Placement by cell class:
Scale bar: 10 µm.
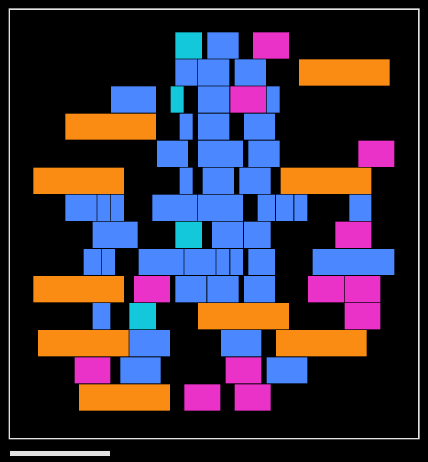
Metal 2:
Scale bar: 10 µm.
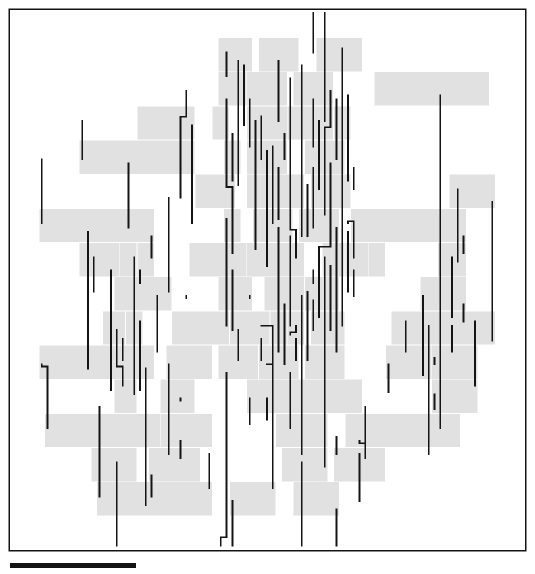
Routed clock nets over the placement:
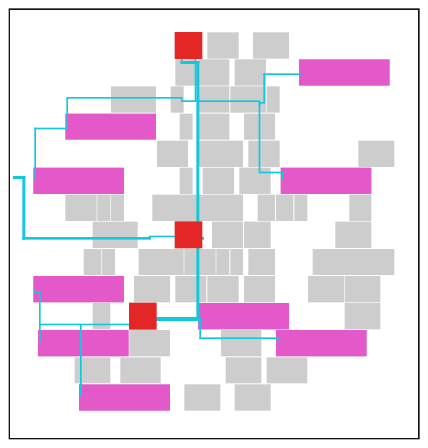
Floorplan with the power grid:
Pins as bars on the die edge. Tap cells in gray.
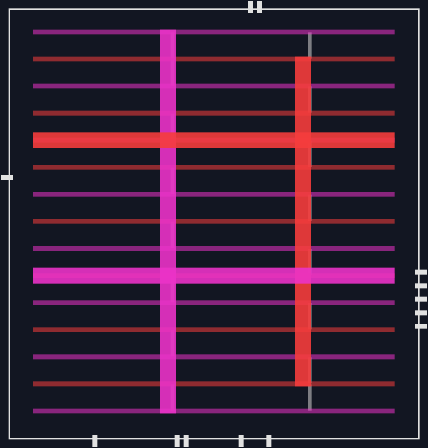
### src/rtl/reset_mux_pkg.sv
// Shared types and helpers for the reset_mux_n switchover selector.
package reset_mux_pkg;

   typedef enum logic [1:0] {
      IDLE = 2'd0,
      PRE  = 2'd1,
      HOLD = 2'd2
   } state_t;

   // Counter must hold the value HOLD_CYCLES itself.
   function automatic int hold_cnt_width(input int hold_cycles);
      return (hold_cycles < 1) ? 1 : $clog2(hold_cycles + 1);
   endfunction

endpackage

### src/rtl/reset_sync_n.sv
// Two-flop reset synchroniser: asynchronous assert, deassert after two CLK edges.
module reset_sync_n (
   input  logic CLK,
   input  logic ARST_N,
   output logic RST_N_OUT
);

   logic sync_p0;
   logic sync_p1;

   always_ff @(posedge CLK or negedge ARST_N) begin
      if (!ARST_N) begin
         sync_p0 <= 1'b0;
         sync_p1 <= 1'b0;
      end else begin
         sync_p0 <= 1'b1;
         sync_p1 <= sync_p0;
      end
   end

   assign RST_N_OUT = sync_p1;

endmodule

### src/rtl/reset_mux_n.sv
// N-way active-low reset selector with forced-reset window around every switchover.
// Optional RESET_MUX_N_SYNC_EN adds a 2-flop deassert synchroniser on RST_OUT.
module reset_mux_n
   import reset_mux_pkg::*;
#(
   parameter int NUM_RST     = 4,
   parameter int SEL_WIDTH   = 2,
   parameter int HOLD_CYCLES = 2,
   parameter int INIT_SEL    = 0
) (
   input  logic                 CLK,
   input  logic                 RST_N,
   input  logic [SEL_WIDTH-1:0] SELECT,
   input  logic                 SELECT_ENABLE,
   input  logic [NUM_RST-1:0]   RST_IN,
   output logic                 RST_OUT,
   output logic [SEL_WIDTH-1:0] SEL_OUT,
   output logic                 BUSY
);

   localparam int                   CNT_W  = hold_cnt_width(HOLD_CYCLES);
   localparam logic [SEL_WIDTH-1:0] INIT_V = SEL_WIDTH'(INIT_SEL);
   localparam logic [CNT_W-1:0]     HOLD_V = CNT_W'(HOLD_CYCLES);

   state_t               state;
   logic [SEL_WIDTH-1:0] sel_reg;
   logic [SEL_WIDTH-1:0] pend_reg;
   logic                 force_n;
   logic [CNT_W-1:0]     hold_cnt;
   logic                 sel_valid;
   logic                 sel_bit;
   logic                 gated_n;

   assign sel_valid = (32'(SELECT) < 32'(NUM_RST));

   // Selector may be wider than the input vector; unused codes never match.
   always_comb begin
      sel_bit = 1'b0;
      for (int i = 0; i < NUM_RST; i++) begin
         if (sel_reg == SEL_WIDTH'(i)) sel_bit = RST_IN[i];
      end
   end

   always_ff @(posedge CLK or negedge RST_N) begin
      if (!RST_N) begin
         state    <= IDLE;
         sel_reg  <= INIT_V;
         pend_reg <= INIT_V;
         force_n  <= 1'b0;
         hold_cnt <= '0;
      end else begin
         case (state)
            IDLE: begin
               if (SELECT_ENABLE && sel_valid && (SELECT != sel_reg)) begin
                  pend_reg <= SELECT;
                  force_n  <= 1'b0;
                  state    <= PRE;
               end else begin
                  force_n  <= 1'b1;
               end
            end
            // Gate is already closed here, so moving the mux cannot glitch.
            PRE: begin
               sel_reg  <= pend_reg;
               hold_cnt <= HOLD_V;
               state    <= HOLD;
            end
            HOLD: begin
               hold_cnt <= hold_cnt - CNT_W'(1);
               if (hold_cnt == CNT_W'(1)) begin
                  force_n <= 1'b1;
                  state   <= IDLE;
               end
            end
            default: begin
               force_n <= 1'b0;
               state   <= IDLE;
            end
         endcase
      end
   end

   assign gated_n = force_n & sel_bit;
   assign SEL_OUT = sel_reg;
   assign BUSY    = (state != IDLE);

`ifdef RESET_MUX_N_SYNC_EN
   reset_sync_n u_sync (
      .CLK       (CLK),
      .ARST_N    (gated_n),
      .RST_N_OUT (RST_OUT)
   );
`else
   assign RST_OUT = gated_n;
`endif

endmodule

### config.mk
export PLATFORM = sky130hd
export DESIGN_NAME = reset_mux_n
export DESIGN_NICKNAME = d
export VERILOG_FILES = /design/src/rtl/reset_mux_pkg.sv /design/src/rtl/reset_sync_n.sv /design/src/rtl/reset_mux_n.sv
export SDC_FILE = /design/constraint.sdc
export NUM_CORES = 1
export LEC_CHECK = 0
export CAP_MARGIN = 30
export CORE_AREA = 2 2 39 41
export CTS_CLUSTER_DIAMETER = 80
export DETAILED_ROUTE_END_ITERATION = 12
export DIE_AREA = 0 0 41 43
export GPL_TIMING_DRIVEN = 0
export PLACE_DENSITY = 0.71
export SLEW_MARGIN = 20
export SYNTH_ARGS = -nofsm -noshare
export SYNTH_HDL_FRONTEND = slang
export SYNTH_SLANG_ARGS = --single-unit
### constraint.sdc
create_clock -name CLK -period 3.7 [get_ports CLK]
set_input_delay 0.37 -clock CLK [delete_from_list [all_inputs] [get_ports CLK]]
set_output_delay 0.37 -clock CLK [all_outputs]
set_load 0.01 [all_outputs]
==> results.cfg <==
; physical design summary
[power_and_ir_drop]
total_leakage_power_nw = 0.334
p_per_area_nw_per_um2 = 786
top_power_group = combinational logic

[finish]
n_all_buffers = 12
drive_gt1_share_pct = 7.25
comb_share_pct = 45.2
seq_cells = 9
register_area_um2 = 225

[yosys]
yosysWarnings = 0
adder_share_pct = 12.7
synth_top_area_share_pct = 38.2
yosys.area.top_type = dfrtp_1

[route]
via_per_inst = 5.44
wirelength_um = 1150
drcViolationCount = 0

[critical_path]
critical-path-slowest-cell = mux4_2
endpoint_kind = output port
start_kind = register

[place]
dpl-instance-area_um2 = 729

[hold_path]
hold_class = primary input to async pin

[grt]
antenna_found_initial = 0
grt_max_degree = 10
use_met2_pct = 26.3

[outcome]
status = finished, final reports clean

[clock_network]
clk_root_buffer_cell = clkbuf_4

[timing]
finalHoldViolCount = 0
About 'placement by cell class':
color	class	cells
cyan	clock drivers and dummy loads	4
orange	flip-flops	9
magenta	other buffers and delay cells	12
blue	all other logic	44

About 'metal 2':
nets with wire on the layer	74
longest straight run	26.5 µm
share of all routed wire	50%

About 'routed clock nets over the placement':
[red] cells driving clock nets | count: 3
[magenta] flip-flops | count: 9
[cyan] clock wires | length: 151 µm
routed clock nets	4
Clock Latency Late Sink: 0.27 ns
clock skew: 0.00660 ns
clock power share: 13.4%

About 'floorplan with the power grid':
color	net
red	VDD
magenta	VSS
tap cells	16
signal pins	13
met1 rails	15

Power and IR drop assume default switching activity.
